[src/rtl/cpu_ctrl_pkg.sv]
// rtl/cpu_ctrl_pkg.sv - opcodes, state encoding and opcode classing for the control sequencer
package cpu_ctrl_pkg;

  localparam int OP_W_PKG = 5;

  localparam logic [OP_W_PKG-1:0] OP_LD   = 5'b00000;
  localparam logic [OP_W_PKG-1:0] OP_ST   = 5'b00010;
  localparam logic [OP_W_PKG-1:0] OP_ADD  = 5'b00011;
  localparam logic [OP_W_PKG-1:0] OP_SUB  = 5'b00100;
  localparam logic [OP_W_PKG-1:0] OP_AND  = 5'b00101;
  localparam logic [OP_W_PKG-1:0] OP_OR   = 5'b00110;
  localparam logic [OP_W_PKG-1:0] OP_SHR  = 5'b00111;
  localparam logic [OP_W_PKG-1:0] OP_SHL  = 5'b01000;
  localparam logic [OP_W_PKG-1:0] OP_ADDI = 5'b01100;
  localparam logic [OP_W_PKG-1:0] OP_ANDI = 5'b01101;
  localparam logic [OP_W_PKG-1:0] OP_ORI  = 5'b01110;
  localparam logic [OP_W_PKG-1:0] OP_MUL  = 5'b01111;
  localparam logic [OP_W_PKG-1:0] OP_DIV  = 5'b10000;
  localparam logic [OP_W_PKG-1:0] OP_JR   = 5'b10100;
  localparam logic [OP_W_PKG-1:0] OP_NOP  = 5'b11010;
  localparam logic [OP_W_PKG-1:0] OP_HALT = 5'b11011;

  typedef enum logic [3:0] {
    T0, T1, T2, T3, T4, T5, T6, T7, HALTED
  } state_t;

  typedef enum logic [3:0] {
    C_ALU, C_IMM, C_LD, C_ST, C_MULDIV, C_JR, C_NOP, C_HALT, C_ILL
  } op_class_t;

  // Groups opcodes that share an execute sequence.
  function automatic op_class_t classify(input logic [OP_W_PKG-1:0] op);
    op_class_t c;
    case (op)
      OP_ADD, OP_SUB, OP_AND, OP_OR, OP_SHR, OP_SHL: c = C_ALU;
      OP_ADDI, OP_ANDI, OP_ORI:                      c = C_IMM;
      OP_LD:                                         c = C_LD;
      OP_ST:                                         c = C_ST;
      OP_MUL, OP_DIV:                                c = C_MULDIV;
      OP_JR:                                         c = C_JR;
      OP_NOP:                                        c = C_NOP;
      OP_HALT:                                       c = C_HALT;
      default:                                       c = C_ILL;
    endcase
    return c;
  endfunction

endpackage

[src/rtl/cpu_control_sequencer_timer.sv]
// rtl/cpu_control_sequencer_timer.sv - memory wait counter that flags a stuck Read/Write
module mem_wait_timer #(
  parameter int MEM_TIMEOUT = 15,
  parameter int TO_W        = 4
) (
  input  logic clk,
  input  logic clr,
  input  logic active,
  input  logic ready,
  output logic expired
);

  localparam logic [TO_W-1:0] LAST = TO_W'(MEM_TIMEOUT - 1);

  logic [TO_W-1:0] count;

  always_ff @(posedge clk) begin
    if (clr || !active || ready) count <= '0;
    else                         count <= count + 1'b1;
  end

  // Fires on the wait cycle that would bring the count to MEM_TIMEOUT.
  assign expired = active && !ready && (count == LAST);

endmodule

[src/rtl/cpu_control_sequencer.sv]
// rtl/cpu_control_sequencer.sv - Moore control unit sequencing fetch/execute strobes for the bus datapath
module cpu_control_sequencer
  import cpu_ctrl_pkg::*;
#(
  parameter int OP_W        = OP_W_PKG,
  parameter int MEM_TIMEOUT = 15,
  parameter int TO_W        = 4
) (
  input  logic            clk,
  input  logic            clr,
  input  logic [OP_W-1:0] opcode,
  input  logic            mem_ready,
  input  logic            stop,
  output logic            PCout,
  output logic            PCin,
  output logic            IncPC,
  output logic            MARin,
  output logic            MDRin,
  output logic            MDRout,
  output logic            IRin,
  output logic            Yin,
  output logic            Zin,
  output logic            Zlowout,
  output logic            Zhighout,
  output logic            HIin,
  output logic            LOin,
  output logic            Gra,
  output logic            Grb,
  output logic            Grc,
  output logic            Rin,
  output logic            Rout,
  output logic            BAout,
  output logic            Cout,
  output logic            Read,
  output logic            Write,
  output logic [OP_W-1:0] alu_op,
  output logic            run,
  output logic            fault,
  output logic            illegal
);

  state_t    state, next;
  op_class_t cls;
  logic      mem_wait, expired, done;
  logic      stop_q, t1_stay;

  assign cls      = classify(opcode);
  assign mem_wait = (state == T1) || (state == T6 && cls == C_LD) || (state == T7 && cls == C_ST);

  mem_wait_timer #(
    .MEM_TIMEOUT(MEM_TIMEOUT),
    .TO_W       (TO_W)
  ) u_timer (
    .clk    (clk),
    .clr    (clr),
    .active (mem_wait),
    .ready  (mem_ready),
    .expired(expired)
  );

  // stop is latched so a pulse mid-instruction still halts at the boundary.
  always_ff @(posedge clk) begin
    if (clr) begin
      state   <= T0;
      fault   <= 1'b0;
      stop_q  <= 1'b0;
      t1_stay <= 1'b0;
    end else begin
      state   <= next;
      stop_q  <= (stop_q || stop) && !done;
      t1_stay <= (state == T1) && (next == T1);
      if (expired) fault <= 1'b1;
    end
  end

  always_comb begin
    next = state;
    done = 1'b0;
    case (state)
      T0: next = T1;
      T1: begin
        if (expired)        next = HALTED;
        else if (mem_ready) next = T2;
      end
      T2: begin
        case (cls)
          C_NOP:   done = 1'b1;
          C_HALT:  next = HALTED;
          default: next = T3;
        endcase
      end
      T3: begin
        if (cls == C_JR || cls == C_ILL) done = 1'b1;
        else                             next = T4;
      end
      T4: next = T5;
      T5: begin
        if (cls == C_ALU || cls == C_IMM) done = 1'b1;
        else                              next = T6;
      end
      T6: begin
        if (cls == C_MULDIV)                  done = 1'b1;
        else if (expired)                     next = HALTED;
        else if (mem_ready || !mem_wait)      next = T7;
      end
      T7: begin
        if (expired)                          next = HALTED;
        else if (mem_ready || !mem_wait)      done = 1'b1;
      end
      default: next = HALTED;
    endcase
    if (done) next = (stop || stop_q) ? HALTED : T0;
  end

  always_comb begin
    PCout = 1'b0; PCin = 1'b0; IncPC = 1'b0; MARin = 1'b0; MDRin = 1'b0; MDRout = 1'b0;
    IRin = 1'b0; Yin = 1'b0; Zin = 1'b0; Zlowout = 1'b0; Zhighout = 1'b0; HIin = 1'b0;
    LOin = 1'b0; Gra = 1'b0; Grb = 1'b0; Grc = 1'b0; Rin = 1'b0; Rout = 1'b0;
    BAout = 1'b0; Cout = 1'b0; Read = 1'b0; Write = 1'b0;
    alu_op  = '0;
    illegal = 1'b0;
    run     = !clr && (state != HALTED);
    if (!clr) begin
      case (state)
        T0: begin PCout = 1'b1; MARin = 1'b1; IncPC = 1'b1; Zin = 1'b1; end
        T1: begin
          // PC is loaded once; the rest is held for the length of the read.
          Zlowout = 1'b1; PCin = !t1_stay; Read = 1'b1; MDRin = 1'b1;
        end
        T2: begin MDRout = 1'b1; IRin = 1'b1; end
        T3: begin
          case (cls)
            C_ALU, C_IMM: begin Grb = 1'b1; Rout = 1'b1; Yin = 1'b1; end
            C_LD, C_ST:   begin Grb = 1'b1; BAout = 1'b1; Yin = 1'b1; end
            C_MULDIV:     begin Gra = 1'b1; Rout = 1'b1; Yin = 1'b1; end
            C_JR:         begin Gra = 1'b1; Rout = 1'b1; PCin = 1'b1; end
            C_ILL:        illegal = 1'b1;
            default:      ;
          endcase
        end
        T4: begin
          case (cls)
            C_ALU:       begin Grc = 1'b1; Rout = 1'b1; Zin = 1'b1; alu_op = opcode; end
            C_IMM:       begin Cout = 1'b1; Zin = 1'b1; alu_op = opcode; end
            C_LD, C_ST:  begin Cout = 1'b1; Zin = 1'b1; alu_op = OP_ADD; end
            C_MULDIV:    begin Grb = 1'b1; Rout = 1'b1; Zin = 1'b1; alu_op = opcode; end
            default:     ;
          endcase
        end
        T5: begin
          case (cls)
            C_ALU, C_IMM: begin Zlowout = 1'b1; Gra = 1'b1; Rin = 1'b1; end
            C_LD, C_ST:   begin Zlowout = 1'b1; MARin = 1'b1; end
            C_MULDIV:     begin Zlowout = 1'b1; LOin = 1'b1; end
            default:      ;
          endcase
        end
        T6: begin
          case (cls)
            C_LD:     begin Read = 1'b1; MDRin = 1'b1; end
            C_ST:     begin Gra = 1'b1; Rout = 1'b1; MDRin = 1'b1; end
            C_MULDIV: begin Zhighout = 1'b1; HIin = 1'b1; end
            default:  ;
          endcase
        end
        T7: begin
          case (cls)
            C_LD:    begin MDRout = 1'b1; Gra = 1'b1; Rin = 1'b1; end
            C_ST:    Write = 1'b1;
            default: ;
          endcase
        end
        default: ;
      endcase
    end
  end

endmodule
[config.mk]
export PLATFORM = sky130hd
export DESIGN_NAME = cpu_control_sequencer
export DESIGN_NICKNAME = d
export VERILOG_FILES = /design/src/rtl/cpu_ctrl_pkg.sv /design/src/rtl/cpu_control_sequencer_timer.sv /design/src/rtl/cpu_control_sequencer.sv
export SDC_FILE = /design/constraint.sdc
export NUM_CORES = 1
export LEC_CHECK = 0
export CORE_MARGIN = 5
export CORE_UTILIZATION = 25
export CTS_BUF_LIST = sky130_fd_sc_hd__clkbuf_8
export DETAILED_ROUTE_END_ITERATION = 10
export PLACE_DENSITY_LB_ADDON = 0.05
export SETUP_SLACK_MARGIN = 0.02
export SLEW_MARGIN = 15
export SYNTH_ARGS = -nofsm -noshare
export SYNTH_HDL_FRONTEND = slang
export SYNTH_SLANG_ARGS = --single-unit
[constraint.sdc]
create_clock -name clk -period 2.4 [get_ports clk]
set_input_delay 0.48 -clock clk [delete_from_list [all_inputs] [get_ports clk]]
set_output_delay 0.48 -clock clk [all_outputs]
set_load 0.1 [all_outputs]
Fig. 1: clock wiring as the flow saved it
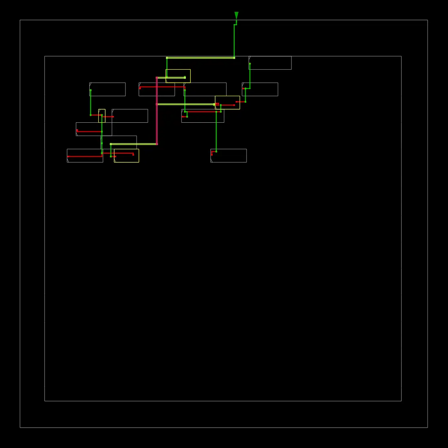
worst clock skew: 0.00379 ns
clock latency of the later-clocked register in the worst-skew pair: 0.24 ns
clock buf count: 3
clk sinks: 11
clock network power: 180 uW

Fig. 2: logic cells by family
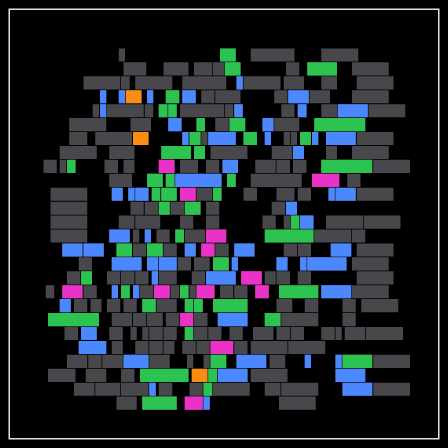
| colour | family | cells |
|---|---|---|
| blue | nor cells | 59 |
| orange | xor and xnor cells | 3 |
| green | aoi and oai cells | 47 |
| magenta | non-inverting ao/oa cells | 13 |
most frequently placed logic cell in the final layout: sky130_fd_sc_hd__buf_4
Comb area share: 0.469
Final Instance Count excl. Fillers: 370

==> report_table.html <==
<h2>Synthesis and place &amp; route</h2>
<table>
<tr><th>Metric</th><th>Value</th></tr>
<tr><th colspan="2">Synthesis</th></tr>
<tr><td>Register share after synthesis</td><td>0.163</td></tr>
<tr><td>Post-synth regs</td><td>11</td></tr>
<tr><td>Xor-xnor portion of the synthesized cell area</td><td>0.0194</td></tr>
<tr><td>Main kind of combinational logic by area</td><td>simple AND/OR/NAND/NOR gates</td></tr>
<tr><td>Nets in the synthesized netlist</td><td>211</td></tr>
<tr><td>Cells after Synth</td><td>200</td></tr>
<tr><td>Simple-gate share of the synthesized area</td><td>0.407</td></tr>
<tr><td>Tally of yosys warning messages</td><td>0</td></tr>
<tr><th colspan="2">Placed design</th></tr>
<tr><td>Pre-CTS WS</td><td>-0.532 ns</td></tr>
<tr><td>Total instance count after detailed placement</td><td>353</td></tr>
<tr><td>Number of input and output port buffers inserted</td><td>38</td></tr>
<tr><th colspan="2">Worst setup path</th></tr>
<tr><td>Critical path data arrival time</td><td>1.95 ns</td></tr>
<tr><td>Maximum single-stage delay on the critical path</td><td>0.39 ns</td></tr>
<tr><td>Critical path class</td><td>in2out</td></tr>
<tr><td>Critical path startpoint category</td><td>primary input</td></tr>
<tr><td>Ordered list of cells on the worst path</td><td>buf_6 &gt; buf_6 &gt; buf_4 &gt; or3_4 &gt; a21oi_4 &gt; a2111o_1 &gt; a21o_1 &gt; a31oi_4 &gt; buf_12</td></tr>
<tr><th colspan="2">Layout</th></tr>
<tr><td>Dominant kind of cell</td><td>multi-input combinational cells</td></tr>
<tr><td>Buffer share of cell area</td><td>0.412</td></tr>
<tr><td>Number of nets in the final layout</td><td>312</td></tr>
<tr><td>Cell area after layout</td><td>0.00321 mm^2</td></tr>
<tr><td>Count of fill cells added during filler insertion</td><td>430</td></tr>
<tr><td>Non-clock inverter total of the final layout</td><td>4</td></tr>
<tr><td>Count of buffers not belonging to the clock network in the layout</td><td>116</td></tr>
<tr><th colspan="2">Die</th></tr>
<tr><td>Core area</td><td>0.00517 mm^2</td></tr>
<tr><td># IOs</td><td>39</td></tr>
<tr><td>Floorplan utilization</td><td>0.262</td></tr>
<tr><th colspan="2">Routing</th></tr>
<tr><td>Via/cell ratio</td><td>5.29</td></tr>
<tr><td>Highest layer used for signal routing</td><td>met4</td></tr>
<tr><th colspan="2">Status</th></tr>
<tr><td>Failing checks</td><td>negative setup slack</td></tr>
<tr><td>Outcome</td><td>complete, but fails checks</td></tr>
<tr><th colspan="2">CTS</th></tr>
<tr><td>Clock Pin Slew Worst Setup and Hold Paths</td><td>0.05 ns</td></tr>
<tr><td>CTS tree</td><td>yes</td></tr>
<tr><th colspan="2">Power</th></tr>
<tr><td>Maximum VDD drop</td><td>401 uV</td></tr>
<tr><th colspan="2">Global routing</th></tr>
<tr><td>Maximum number of pins on one net before global-route repair</td><td>15</td></tr>
<tr><td>Global route total overflow</td><td>0</td></tr>
<tr><td>Number of antenna violations at the first check in global routing</td><td>0</td></tr>
<tr><td>Met3 Resource Use GR</td><td>0.0276</td></tr>
<tr><th colspan="2">STA</th></tr>
<tr><td>Setup violation total in the final timing report</td><td>2</td></tr>
<tr><td>Worst-case setup margin in the final layout</td><td>-0.0271 ns</td></tr>
</table>
Fig. 3: supply network
Pins as bars on the die edge.
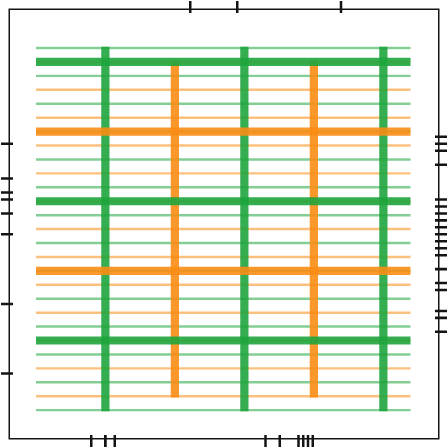
| colour | net |
|---|---|
| green | VSS |
| orange | VDD |
signal pins: 39
rows: 26
met4 straps: 5

[sequential cells by signal, summed over array words and instances (netlist names)]
signal,count
stop_q,1
t1_stay,1
u_timer.count,4
fault,1
state,4
[power by group through the flow]
| stage | clock network (mW) | registers [mW] | logic [mW] |
|---|---|---|---|
| 2_1_floorplan | 0 | 0.229 | 0.910 |
| 3_3_place_gp | 0 | 0.264 | 1.30 |
| 3_5_place_dp | 0 | 0.267 | 1.31 |
| 4_1_cts | 0.184 | 0.278 | 1.35 |
| 5_1_grt | 0.193 | 0.275 | 1.53 |
| 6_report | 0.180 | 0.270 | 1.46 |
[path summary, 6_finish.rpt]
check	from	to	slack, ns	cells past startpoint
setup reg to reg	state[3]	t1_stay	0.18	7
hold / removal	fault	fault	0.45	2
setup / recovery	opcode[3]	Rout	-0.03	9
hold reg to reg	fault	fault	0.45	2
[cell usage after synthesis (3+ instances only)]
cell                        n
sky130_fd_sc_hd__a21o_1     3
sky130_fd_sc_hd__a21oi_1   14
sky130_fd_sc_hd__a221oi_1   3
sky130_fd_sc_hd__a311oi_1   3
sky130_fd_sc_hd__a31oi_1    6
sky130_fd_sc_hd__and2_1     5
sky130_fd_sc_hd__buf_2      8
sky130_fd_sc_hd__buf_4      3
sky130_fd_sc_hd__clkbuf_1   7
sky130_fd_sc_hd__dfxtp_1   11
sky130_fd_sc_hd__inv_1      4
sky130_fd_sc_hd__nand2_1   10
sky130_fd_sc_hd__nand2b_1   6
sky130_fd_sc_hd__nand3_1    6
sky130_fd_sc_hd__nor2_1    31
sky130_fd_sc_hd__nor2b_1    5
sky130_fd_sc_hd__nor3_1    12
sky130_fd_sc_hd__nor3b_1    4
sky130_fd_sc_hd__nor4b_1    3
sky130_fd_sc_hd__o21ai_0   12
Power figures rest on the tool's default switching activity, not on a simulated workload.
